## src/rtl/memz_pkg.sv

```systemverilog
// Shared constants and types for the MEMZ stage sequencer.
package memz_pkg;

  localparam logic [3:0] STAGE_LAST = 4'd9;
  localparam logic [3:0] STAGE_IDLE = 4'hF;

  typedef enum logic [1:0] {
    ST_IDLE  = 2'd0,
    ST_RUN   = 2'd1,
    ST_DRAIN = 2'd2
  } seq_state_e;

  // One step as seen by the write side; idle entries carry the bus idle values.
  typedef struct packed {
    logic       valid;
    logic [3:0] stage;
    logic       lstep;
  } step_ent_t;

  localparam int        ENT_W    = $bits(step_ent_t);
  localparam step_ent_t ENT_IDLE = '{valid: 1'b0, stage: STAGE_IDLE, lstep: 1'b0};

endpackage

```

## src/rtl/memz_stage_seq_if.sv

```systemverilog
// Controller-facing and MEMZ-facing signal bundle of the stage sequencer.
interface memz_stage_seq_if #(
  parameter int STEPW = 8
);
  logic             start;
  logic             abort;
  logic [STEPW-1:0] step_len;
  logic             busy;
  logic             done;
  logic             rd_valid;
  logic [3:0]       rd_stage;
  logic [STEPW-1:0] rd_step;
  logic             rd_lstep;
  logic             wr_valid;
  logic [3:0]       wr_stage;
  logic             wr_lstep;

  modport master (
    output start, abort, step_len,
    input  busy, done, rd_valid, rd_stage, rd_step, rd_lstep,
           wr_valid, wr_stage, wr_lstep
  );

  modport slave (
    input  start, abort, step_len,
    output busy, done, rd_valid, rd_stage, rd_step, rd_lstep,
           wr_valid, wr_stage, wr_lstep
  );
endinterface

```

## src/rtl/stage_delay_line.sv

```systemverilog
// Fixed-depth shift register replaying read-side steps onto the write side.
module stage_delay_line #(
  parameter int               DEPTH    = 3,
  parameter int               WIDTH    = 6,
  parameter logic [WIDTH-1:0] IDLE_VAL = '0
) (
  input  logic             clk,
  input  logic             rst,
  input  logic             i_flush,
  input  logic [WIDTH-1:0] i_d,
  output logic [WIDTH-1:0] o_q
);

  logic [DEPTH-1:0][WIDTH-1:0] r_sr;

  always_ff @(posedge clk or posedge rst) begin
    if (rst) begin
      r_sr <= {DEPTH{IDLE_VAL}};
    end else if (i_flush) begin
      r_sr <= {DEPTH{IDLE_VAL}};
    end else begin
      r_sr[0] <= i_d;
      for (int i = 1; i < DEPTH; i++) r_sr[i] <= r_sr[i-1];
    end
  end

  assign o_q = r_sr[DEPTH-1];

endmodule

```

## src/rtl/memz_stage_seq.sv

```systemverilog
// Stage sequencer: walks read stages 0..9 at a programmable step count,
// replays them on the write side WR_LAT cycles later, then pulses done.
module memz_stage_seq
  import memz_pkg::*;
#(
  parameter int STEPW  = 8,
  parameter int WR_LAT = 3
) (
  input  logic              clk,
  input  logic              rst,
  memz_stage_seq_if.slave   bus
);

  seq_state_e       r_state, w_nxt_state;
  logic [STEPW-1:0] r_len_m1, w_len_in;
  logic             r_rd_valid, w_nxt_valid;
  logic [3:0]       r_rd_stage, w_nxt_stage;
  logic [STEPW-1:0] r_rd_step, w_nxt_step, w_step_inc;
  logic             r_rd_lstep, w_nxt_lstep;
  logic             r_busy, r_done, w_nxt_done;
  logic             w_start_ok, w_flush, w_last_rd, w_last_wr;
  step_ent_t        w_rd_ent, w_tail;

  // A zero step count behaves as a single step per stage.
  assign w_len_in   = (bus.step_len == '0) ? '0 : bus.step_len - STEPW'(1);
  assign w_step_inc = r_rd_step + STEPW'(1);
  assign w_start_ok = (r_state == ST_IDLE) && bus.start && !bus.abort;
  assign w_flush    = bus.abort && (r_state != ST_IDLE);
  assign w_last_rd  = r_rd_valid && r_rd_lstep && (r_rd_stage == STAGE_LAST);
  assign w_last_wr  = w_tail.valid && w_tail.lstep && (w_tail.stage == STAGE_LAST);

  always_ff @(posedge clk or posedge rst) begin
    if (rst) r_state <= ST_IDLE;
    else     r_state <= w_nxt_state;
  end

  always_comb begin
    w_nxt_state = r_state;
    case (r_state)
      ST_IDLE:  if (w_start_ok)    w_nxt_state = ST_RUN;
      ST_RUN:   if (bus.abort)     w_nxt_state = ST_IDLE;
                else if (w_last_rd) w_nxt_state = ST_DRAIN;
      ST_DRAIN: if (bus.abort || w_last_wr) w_nxt_state = ST_IDLE;
      default:  w_nxt_state = ST_IDLE;
    endcase
  end

  always_comb begin
    w_nxt_valid = 1'b0;
    w_nxt_stage = STAGE_IDLE;
    w_nxt_step  = '0;
    w_nxt_lstep = 1'b0;
    w_nxt_done  = 1'b0;
    case (r_state)
      ST_IDLE: begin
        if (w_start_ok) begin
          w_nxt_valid = 1'b1;
          w_nxt_stage = 4'd0;
          w_nxt_lstep = (w_len_in == '0);
        end
      end
      ST_RUN: begin
        if (!bus.abort && !w_last_rd) begin
          w_nxt_valid = 1'b1;
          if (r_rd_lstep) begin
            w_nxt_stage = r_rd_stage + 4'd1;
            w_nxt_lstep = (r_len_m1 == '0);
          end else begin
            w_nxt_stage = r_rd_stage;
            w_nxt_step  = w_step_inc;
            w_nxt_lstep = (w_step_inc == r_len_m1);
          end
        end
      end
      ST_DRAIN: w_nxt_done = !bus.abort && w_last_wr;
      default: ;
    endcase
  end

  always_ff @(posedge clk or posedge rst) begin
    if (rst) begin
      r_len_m1   <= '0;
      r_rd_valid <= 1'b0;
      r_rd_stage <= STAGE_IDLE;
      r_rd_step  <= '0;
      r_rd_lstep <= 1'b0;
      r_busy     <= 1'b0;
      r_done     <= 1'b0;
    end else begin
      if (w_start_ok) r_len_m1 <= w_len_in;
      r_rd_valid <= w_nxt_valid;
      r_rd_stage <= w_nxt_stage;
      r_rd_step  <= w_nxt_step;
      r_rd_lstep <= w_nxt_lstep;
      r_busy     <= (w_nxt_state != ST_IDLE);
      r_done     <= w_nxt_done;
    end
  end

  assign w_rd_ent = '{valid: r_rd_valid, stage: r_rd_stage, lstep: r_rd_lstep};

  stage_delay_line #(
    .DEPTH    (WR_LAT),
    .WIDTH    (ENT_W),
    .IDLE_VAL (ENT_IDLE)
  ) u_dly (
    .clk     (clk),
    .rst     (rst),
    .i_flush (w_flush),
    .i_d     (w_rd_ent),
    .o_q     (w_tail)
  );

  assign bus.busy     = r_busy;
  assign bus.done     = r_done;
  assign bus.rd_valid = r_rd_valid;
  assign bus.rd_stage = r_rd_stage;
  assign bus.rd_step  = r_rd_step;
  assign bus.rd_lstep = r_rd_lstep;
  assign bus.wr_valid = w_tail.valid;
  assign bus.wr_stage = w_tail.valid ? w_tail.stage : STAGE_IDLE;
  assign bus.wr_lstep = w_tail.valid && w_tail.lstep;

endmodule

```

## src/flat_wrapper.sv

```systemverilog
// flat-port wrapper written by rule: the top's interface ports become plain ports
module memz_stage_seq_flat import memz_pkg::*;
#(
  parameter int STEPW  = 8,
  parameter int WR_LAT = 3
)
  (clk, rst, bus_start, bus_abort, bus_step_len, bus_busy, bus_done, bus_rd_valid, bus_rd_stage, bus_rd_step, bus_rd_lstep, bus_wr_valid, bus_wr_stage, bus_wr_lstep);
  memz_stage_seq_if #(.STEPW(STEPW)) bus_i ();
  input  logic clk;
  input  logic rst;
  input wire logic [$bits(bus_i.start)-1:0] bus_start;
  input wire logic [$bits(bus_i.abort)-1:0] bus_abort;
  input wire logic [$bits(bus_i.step_len)-1:0] bus_step_len;
  output wire logic [$bits(bus_i.busy)-1:0] bus_busy;
  output wire logic [$bits(bus_i.done)-1:0] bus_done;
  output wire logic [$bits(bus_i.rd_valid)-1:0] bus_rd_valid;
  output wire logic [$bits(bus_i.rd_stage)-1:0] bus_rd_stage;
  output wire logic [$bits(bus_i.rd_step)-1:0] bus_rd_step;
  output wire logic [$bits(bus_i.rd_lstep)-1:0] bus_rd_lstep;
  output wire logic [$bits(bus_i.wr_valid)-1:0] bus_wr_valid;
  output wire logic [$bits(bus_i.wr_stage)-1:0] bus_wr_stage;
  output wire logic [$bits(bus_i.wr_lstep)-1:0] bus_wr_lstep;
  assign bus_i.start = bus_start;
  assign bus_i.abort = bus_abort;
  assign bus_i.step_len = bus_step_len;
  assign bus_busy = bus_i.busy;
  assign bus_done = bus_i.done;
  assign bus_rd_valid = bus_i.rd_valid;
  assign bus_rd_stage = bus_i.rd_stage;
  assign bus_rd_step = bus_i.rd_step;
  assign bus_rd_lstep = bus_i.rd_lstep;
  assign bus_wr_valid = bus_i.wr_valid;
  assign bus_wr_stage = bus_i.wr_stage;
  assign bus_wr_lstep = bus_i.wr_lstep;
  memz_stage_seq #(.STEPW(STEPW), .WR_LAT(WR_LAT)) u_core (.clk(clk), .rst(rst), .bus(bus_i));
endmodule
```

## config.mk

```make
export PLATFORM = sky130hd
export DESIGN_NAME = memz_stage_seq_flat
export DESIGN_NICKNAME = d
export VERILOG_FILES = /design/src/rtl/memz_pkg.sv /design/src/rtl/memz_stage_seq_if.sv /design/src/rtl/stage_delay_line.sv /design/src/rtl/memz_stage_seq.sv /design/src/flat_wrapper.sv
export SDC_FILE = /design/constraint.sdc
export NUM_CORES = 1
export LEC_CHECK = 0
export ABC_AREA = 1
export CORE_MARGIN = 2
export CORE_UTILIZATION = 30
export CTS_CLUSTER_DIAMETER = 60
export DETAILED_ROUTE_END_ITERATION = 12
export GPL_TIMING_DRIVEN = 0
export HOLD_SLACK_MARGIN = 0.05
export PLACE_DENSITY = 0.53
export SLEW_MARGIN = 25
export SYNTH_ARGS = -nofsm -noshare
export SYNTH_HDL_FRONTEND = slang
export SYNTH_SLANG_ARGS = --single-unit
```

## constraint.sdc

```tcl
create_clock -name clk -period 4.05 [get_ports clk]
set_input_delay 1.215 -clock clk [delete_from_list [all_inputs] [get_ports clk]]
set_output_delay 1.215 -clock clk [all_outputs]
set_load 0.01 [all_outputs]
```

### M1 wires, run 1

(4 px per um) Supply wires on this layer in grey.
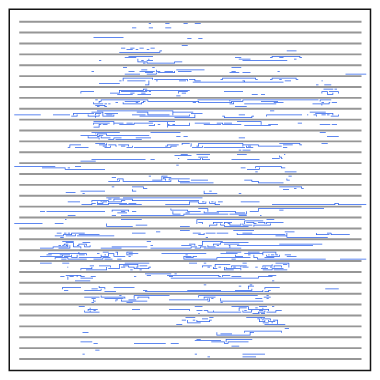
main direction: horizontal
wire length on this layer: 2110 um
longest straight run: 29.4 um
nets with wire on the layer: 299
aggregate routed wire length: 4.40 mm
via count: 1789
met1 usage: 15.1%

### Met2 routing, run 1

(3 px per um) Cells faint in the background.
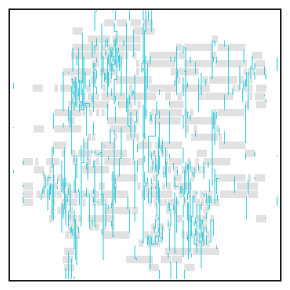
wire length on this layer: 2040 um
longest straight run: 34.3 um
main direction: vertical
share of all routed wire: 46%
nets with wire on the layer: 259
routing usage on met2: 19.1%

==> flow_metrics.tcl, run 1 <==
# collected from the flow reports
set metrics [dict create \
    grt_pass1_vias 1751 \
    regToRegStartpoint "u_core.bus.rd_step[0]" \
    simple_gate_area_share_pct 29.9 \
    ant_nets 0 \
    tns_ns 0 \
    fmax_mhz 377 \
    status "finished clean" \
    max-cap-violations 0 \
    grt.total_usage_pct 11.7 \
    area_growth_pct 26.5 \
    finalPower_mw 1.09 \
    cts.sinks 44 \
    period_used_pct 65.5 \
    clk_latency_ns 0.30 \
    core_um2 7210 \
    gr-total-overflow 0 \
    antennaDiodeCount 0 \
    p_leak_nw 1.30 \
    hold_viol 0 \
    syn_area_um2 2220 \
    ys_types 25 \
    gp_congestion 0.861 \
    cts_tree "yes" \
    ys_sh_xor_pct 1.98 \
    h-tree-depth 2 \
    cts_buffers 5 \
    clk_pin_slew_ns 0.09 \
    cp_data_arrival_time_ns 1.44 \
    critical_path.max_fanout 2 \
    tool_warnings 28 \
    worstMarginPinSlew_ns 0.324 \
    drc_errors 0 \
    firstDrtPassIters 4 \
    cp.required_ns 2.83 \
    logic_family "simple AND/OR/NAND/NOR gates" \
    syn_inst 273 \
    crit_path_start_kind "register" \
    ys_cells 273 \
    finalCriticalPeriod_ns 2.65 \
    fp-row-count 31 \
    grt_pass1_wl_mm 7.78 \
    min_from "u_core.u_dly.r_sr[11]" \
    vdd.ir_drop.worst_v 0.000148 \
    adder_share_pct 2.82 \
    io_pins 34 \
    setup.worst_path.start "u_core.u_dly.o_q[1]" \
    ys_seq_share_pct 50.6 \
    synth-compound-area-share_pct 6.49 \
]
### M3 wires, run 1

(4 px per um)
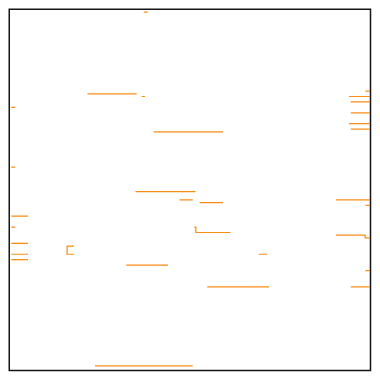
share of all routed wire: 4.2%
main direction: horizontal
longest straight run: 24.1 um
M3 GR Usage: 2.85%

### Pin placement, run 1

(4 px per um) Pins as bars across the die edge, other pins in grey.
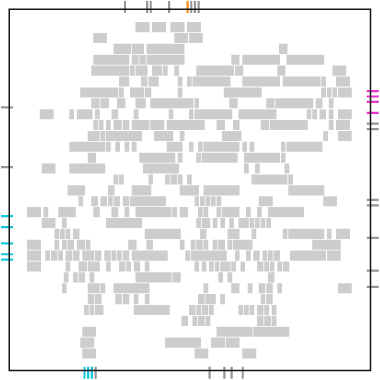
legend:
  `bus_wr_stage`:
    colour: magenta
    pins: 4
    direction: output
    edge: east
  `bus_rd_lstep`:
    colour: orange
    pins: 1
    direction: output
    edge: north
  `bus_step_len`:
    colour: cyan
    pins: 8
    direction: input
    edge: 5 west, 3 south
all pins by edge: 11 east, 8 north, 8 south, 7 west
Die W: 90.0 um
input/output buffers: 33
die height: 90.0 um

-- run 1: layout by cell type (no fill, tap or decap), drive strengths merged, types with 4 or more instances in the layout --
| cell type | instances |
|---|---|
| o21ai | 15 |
| clkdlybuf4s50 | 33 |
| nand2 | 64 |
| nor2 | 30 |
| dfstp | 16 |
| inv | 48 |
| ha | 5 |
| clkbuf | 5 |
| or2 | 11 |
| xor2 | 4 |
| a22oi | 4 |
| nand3 | 27 |
| nand4 | 4 |
| dfrtp | 28 |
| a21oi | 6 |
-- run 1: power by group --
group	switching (mW)	internal (mW)
sequential	0.0380	0.514
clock	0.156	0.186
combinational	0.103	0.0941
total	0.296	0.794
-- run 1: layer usage --
layer	wire length (um)	up-vias	GRT usage, %
met5	0	-	0
met4	62	0	4.36
met3	183	4	2.85
met2	2040	41	19.1
met1	2110	804	15.1
li1	-	940	-
-- run 1: synth_stat cells, drive strengths merged --
master	instances	share of area, %
dfstp	16	19
buf	2	0.45
nor3	3	0.68
nand2	64	11
xor2	4	1.6
a21oi	6	1.4
or2	11	3.1
o41ai	1	0.40
a22oi	4	1.4
ha	5	2.8
dfrtp	28	32
nand3	27	6.3
nor2	30	5.9
inv	46	7.8
nand3b	3	1.0
o21ai	15	3.4
nor4	3	0.85
nand4	4	1.1
xnor2	1	0.40
-- run 1: worst max-delay path, cell delays in order, from the launching register on --
cell	delay (ns)
dfstp_2	0.52
inv_1	0.04
nand2_1	0.05
clkdlybuf4s50_1	0.53
-- run 1: sequential cells by signal (all words and copies together), names as in the netlist --
register,count
u_core.u_dly.o_q,6
u_core.bus.rd_lstep,1
u_core.bus.rd_stage,4
u_core.r_len_m1,8
u_core.bus.done,1
u_core.bus.rd_valid,1
u_core.r_state,2
u_core.bus.busy,1
u_core.u_dly.r_sr,12
u_core.bus.rd_step,8
-- run 1: area by class of cell --
class / instances / share of cell area, %
plain buffers: 2 / 0.357
flip-flops and latches: 44 / 40.0
clock inverters: 3 / 1.61
repair buffers: 34 / 12.5
well taps: 99 / 4.42
clock buffers: 5 / 2.45
inverters: 46 / 6.16
multi-input cells: 181 / 32.6
-- run 1: stage by stage --
stage	cells	util (%)	area [um^2]	worst slack, ns	hold slack (ns)
2_1_floorplan	273	-	2220	1.83	0.448
3_3_place_gp	405	37.0	2670	0.858	0.456
3_5_place_dp	406	37.3	2690	1.20	0.459
4_1_cts	414	38.9	2810	1.37	0.473
5_1_grt	414	38.9	2810	1.26	0.501
6_report	414	38.9	2810	1.40	0.471
-- run 1: path summary, 6_finish.rpt --
check | slack [ns] | depth (start not counted) | end
min reg2reg | 0.47 | 2 | u_core.u_dly.o_q[5]
min | 0.47 | 2 | u_core.u_dly.o_q[5]
max | 1.40 | 3 | bus_wr_stage[0]
max reg2reg | 2.21 | 12 | u_core.bus.rd_lstep
max in group asynchronous | 2.34 | 3 | u_core.bus.rd_stage[2]
min in group asynchronous | 1.17 | 2 | u_core.bus.rd_step[0]
-- run 1: cell families after synthesis --
kind of cell    after synthesis
simple gates                145
xor+xnor                      5
fa+ha+maj                     5
compound gates               26
flops                        44
buf+inv                      48
==> run 2, diff against run 1 <==
Clock period 4.05 ns to 2.5 ns, I/O delays scaled along.
### Met2 routing, run 2

(3 px per um) Cells faint in the background.
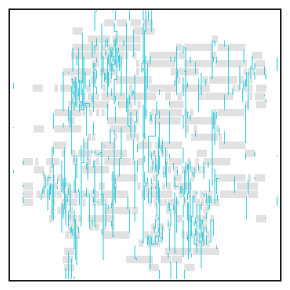
nets with wire on the layer: 259
main direction: vertical
wire length on this layer: 2040 um
share of all routed wire: 46%

### Pin placement, run 2

(4 px per um) Pins as bars across the die edge, other pins in grey.
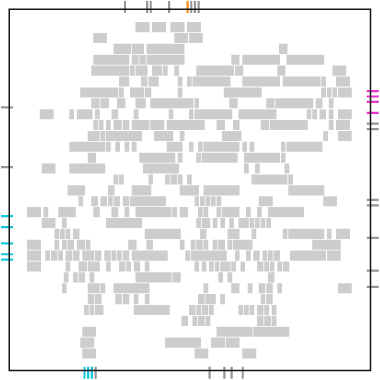
legend:
  `bus_step_len`:
    colour: cyan
    pins: 8
    direction: input
    edge: 5 west, 3 south
  `bus_rd_lstep`:
    colour: orange
    pins: 1
    direction: output
    edge: north
  `bus_wr_stage`:
    colour: magenta
    pins: 4
    direction: output
    edge: east

==> run 2 against run 1 <==
Via count stayed put. Register-to-register slack got worse by 1.5 ns. Count of clock-buffer cells in the layout unchanged. Clock skew unchanged. First-iteration DRC count stayed put. Utilization unchanged. Global-route usage stayed put. Design area did not move. Die area did not move. Wire length did not move. Non-clock buffer count did not move. Synthesized cell count stayed put. Largest power group unchanged.
==> flow_metrics.tcl, run 2 <==
# collected from the flow reports
set metrics [dict create \
    drc_errors 0 \
    fp-row-count 31 \
    ys_types 25 \
    critical_path.max_fanout 2 \
    gr-total-overflow 0 \
    power.internal_mw 1.29 \
    top_area_cell "dfrtp_1" \
    clk_latency_ns 0.30 \
    io_pins 34 \
    die_w_um 90.0 \
    async_reset_ff_share_pct 100 \
    portBuffers 33 \
    synth-edff-count 0 \
    yosys-top-cells-count "63 x nand2_1, 42 x inv_1, 28 x dfrtp_1" \
    tns_ns 0 \
    cpPeakStageDelay_ns 0.53 \
    cts_tree "yes" \
    status "finished clean" \
    syn_inst 273 \
    area_growth_pct 26.5 \
    critPathSlowestCell "clkdlybuf4s50_1" \
    hold_viol 0 \
    cp_data_arrival_time_ns 1.44 \
    finalPower_mw 1.77 \
    p_switching_mw 0.480 \
    cts_buffers 5 \
    finalCriticalPeriod_ns 2.19 \
    crit_buf_inv 2 \
    max-cap-violations 0 \
    min_from "u_core.u_dly.r_sr[11]" \
    grt_pass1_vias 1751 \
    p_leak_nw 1.30 \
    clk_pin_slew_ns 0.09 \
    p_comb_share_pct 18.1 \
    crit_family "buffers and inverters" \
    tool_warnings 28 \
    ant_nets 0 \
    cts.sinks 44 \
]
### M3 wires, run 2

(4 px per um)
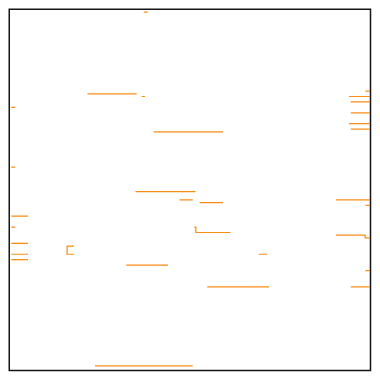
wire length on this layer: 184 um
share of all routed wire: 4.2%
nets with wire on the layer: 27

run 2: cell counts in the layout (fill, tap and decap cells not counted):
No cell type changed its count.
run 2: layout make-up:
type                            instances  area [um^2]
Buffer                                  2         10.0
Clock buffer                            5         68.8
Clock inverter                          3         45.0
Fill cell                             760         4410
Inverter                               46          173
Multi-Input combinational cell        181          913
Sequential cell                        44         1120
Tap cell                               99          124
Timing Repair Buffer                   34          350
run 2: final timing paths:
check	endpoint	slack [ns]	cells past startpoint
min	u_core.u_dly.o_q[5]	0.47	2
max	bus_wr_stage[0]	0.31	3
max reg2reg	u_core.bus.rd_lstep	0.66	12
min in group asynchronous	u_core.bus.rd_step[0]	0.71	2
min reg2reg	u_core.u_dly.o_q[5]	0.47	2
max in group asynchronous	u_core.bus.rd_stage[2]	1.25	3
run 2: power by group through the flow:
stage / sequential, mW / clock (mW) / combinational, mW
floorplan: 0.901 / 0 / 0.201
global placement: 0.908 / 0 / 0.319
detailed placement: 0.909 / 0 / 0.324
CTS: 0.895 / 0.574 / 0.325
global route: 0.908 / 0.604 / 0.368
finish: 0.894 / 0.554 / 0.319
run 2: through the flow:
stage / hold slack, ns / worst slack (ns) / util (%) / area (um^2)
after detailed placement: 0.459 / 0.110 / 37.3 / 2690
after global routing: 0.501 / 0.175 / 38.9 / 2810
after floorplan: 0.448 / 0.745 / - / 2220
after global placement: 0.456 / -0.227 / 37.0 / 2670
after CTS: 0.473 / 0.287 / 38.9 / 2810
final: 0.471 / 0.311 / 38.9 / 2810
run 2: worst min-delay path: cells and delay by family (launching register included):
| kind | cells | cell delay (ns) |
|---|---|---|
| simple gates | 1 | 0.03 |
| flops | 1 | 0.36 |
| buf+inv | 1 | 0.05 |
run 2: kinds of logic after synthesis:
family | count (synthesis) | share of synthesized area, %
XOR/XNOR | 5 | 1.98
adder cells (fa/ha/maj) | 5 | 2.82
buffers and inverters | 48 | 8.24
AND/OR/NAND/NOR | 145 | 29.9
AND-OR/OR-AND | 26 | 6.49
flip-flops | 44 | 50.6
run 2: routing by layer:
metal / vias to the layer above / routed length, um / track usage [%]
li1: 940 / - / -
met3: 4 / 183 / 2.85
met1: 804 / 2110 / 15.1
met5: - / 0 / 0
met4: 0 / 62 / 4.36
met2: 41 / 2040 / 19.1
==> run 3, diff against run 2 <==
Settings changed: CORE_UTILIZATION 30 to 56, CTS_BUF_LIST set to sky130_fd_sc_hd__clkbuf_2, PLACE_DENSITY 0.53 to 0.85.
### Pin placement, run 3

(6 px per um) Pins as bars across the die edge, other pins in grey.
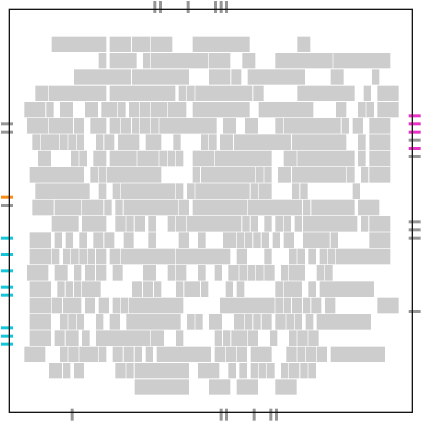
legend:
  `bus_wr_stage`:
    colour: magenta
    pins: 4
    direction: output
    edge: east
  `bus_rd_lstep`:
    colour: orange
    pins: 1
    direction: output
    edge: west
  `bus_step_len`:
    colour: cyan
    pins: 8
    direction: input
    edge: west
Die W: 66.9 um
die height: 66.9 um

### M1 wires, run 3

(6 px per um) Supply wires on this layer in grey.
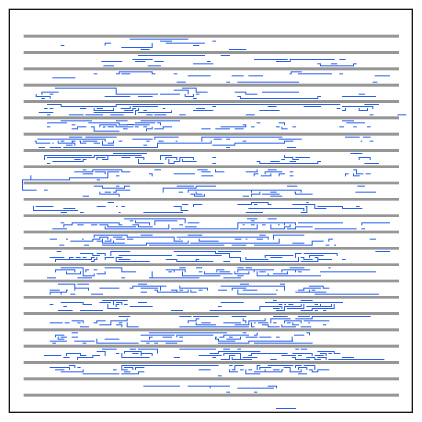
share of all routed wire: 47%
nets with wire on the layer: 296
wire length on this layer: 1880 um
main direction: horizontal
via count: 1831
aggregate routed wire length: 4.01 mm
met1 usage: 26.0%

==> run 3 against run 2 <==
Wire length shrank 8.7%. Register-to-register slack lost 0.02 ns. Power decreased by 7.5%. Critical path depth did not move. Critical endpoint is now bus_wr_stage[3]. Sequential cell count is the same. Worst hold slack better by 0.0076 ns. Utilization is 33 points higher. Largest power group unchanged.
==> flow_metrics.tcl, run 3 <==
# collected from the flow reports
set metrics [dict create \
    status "finished clean" \
    place_ws_ns 0.155 \
    area_growth_pct 21.7 \
    regMostFlops "u_core.u_dly.r_sr" \
    syn_inst 273 \
    ys_cells 273 \
    ys_types 25 \
    fp-row-count 22 \
    synth-edff-count 0 \
    final_cell_mix "63 x nand2_1, 41 x inv_1, 33 x clkdlybuf4s50_1" \
    critical_path.max_fanout 2 \
    ant_nets 0 \
    critPathSlowestCell "dfstp_2" \
    cp_data_arrival_time_ns 1.62 \
    p_sw_share_pct 29.0 \
    netlist.area_leader.share_pct 31.6 \
    io_pins 34 \
    p_comb_share_pct 19.9 \
    fillers 296 \
    crit_buf_inv 2 \
    top_cell "nand2_1" \
    crit_path_start_kind "register" \
    clk_latency_ns 0.41 \
    utilization_pct 72.1 \
    core_um2 3740 \
    whs_ns 0.479 \
    cts_tree "yes" \
    antennaDiodeCount 0 \
    cp.required_ns 1.75 \
    layout_top_cell "nand2_1" \
]
### Met2 routing, run 3

(4 px per um) Cells faint in the background.
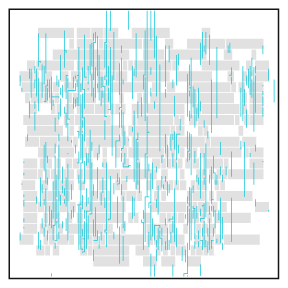
main direction: vertical
nets with wire on the layer: 261
routing usage on met2: 32.8%

==> run 3: netlist changes by cell type in the layout (fill, tap and decap cells not counted) <==
cell      change
clkbuf_8      -5
clkbuf_2      +5
==> run 3: power groups by stage <==
stage	Clock, mW	Sequential (mW)	Combinational (mW)
2_1_floorplan	0	0.901	0.201
3_3_place_gp	0	0.904	0.310
3_5_place_dp	0	0.907	0.327
4_1_cts	0.422	0.894	0.329
5_1_grt	0.450	0.907	0.368
6_report	0.415	0.894	0.325
==> run 3: cell families (layout without fill, tap and decap cells) <==
group | Yosys count | in the layout | share of synthesized area [%]
buffers and inverters | 48 | 90 | 8.24
and+or+nand+nor | 145 | 145 | 29.9
AOI/OAI and AO/OA | 26 | 26 | 6.49
DFF | 44 | 44 | 50.6
adders and majority gates | 5 | 5 | 2.82
xor gates and xnor gates | 5 | 5 | 1.98
==> run 3: layout make-up <==
cell class	instances	area, um^2	area share [%]
Tap cell	48	60.1	2.23
Timing Repair Buffer	34	350	13.0
Buffer	2	10.0	0.371
Sequential cell	44	1120	41.6
Clock buffer	5	25.0	0.928
Clock inverter	3	45.0	1.67
Multi-Input combinational cell	181	913	33.9
Inverter	46	173	6.40
==> run 3: final timing paths <==
path	start	to	slack (ns)
worst min-delay path	u_core.u_dly.r_sr[6]	u_core.u_dly.o_q[0]	0.48
worst max-delay path	u_core.u_dly.o_q[4]	bus_wr_stage[3]	0.13
min in group asynchronous	rst	u_core.bus.rd_step[2]	0.54
worst max register to register	u_core.bus.rd_step[0]	u_core.bus.rd_lstep	0.64
worst min register to register	u_core.u_dly.r_sr[6]	u_core.u_dly.o_q[0]	0.48
max in group asynchronous	rst	u_core.u_dly.r_sr[1]	1.46
==> run 3: worst min-delay path, stage by stage (launching register included) <==
cell and delay, ns:
dfrtp_1 0.41, inv_1 0.05, nor2_1 0.03
==> run 3: per-layer routing <==
layer	share of wire, %	routed length [um]	global-route usage [%]	vias to the layer above
li1	-	-	-	953
met5	0	0	0	-
met3	4.6	185	5.24	2
met2	48	1920	32.8	46
met1	47	1880	26.0	830
met4	0.82	33	7.91	0
==> run 3: through the flow <==
stage	std cells	power (mW)	cell area (um^2)
floorplan	273	1.10	2220
global placement	354	1.21	2610
detailed placement	355	1.23	2630
CTS	363	1.64	2700
global route	363	1.73	2700
finish	363	1.63	2700
Power is estimated from default activity; no workload was simulated.
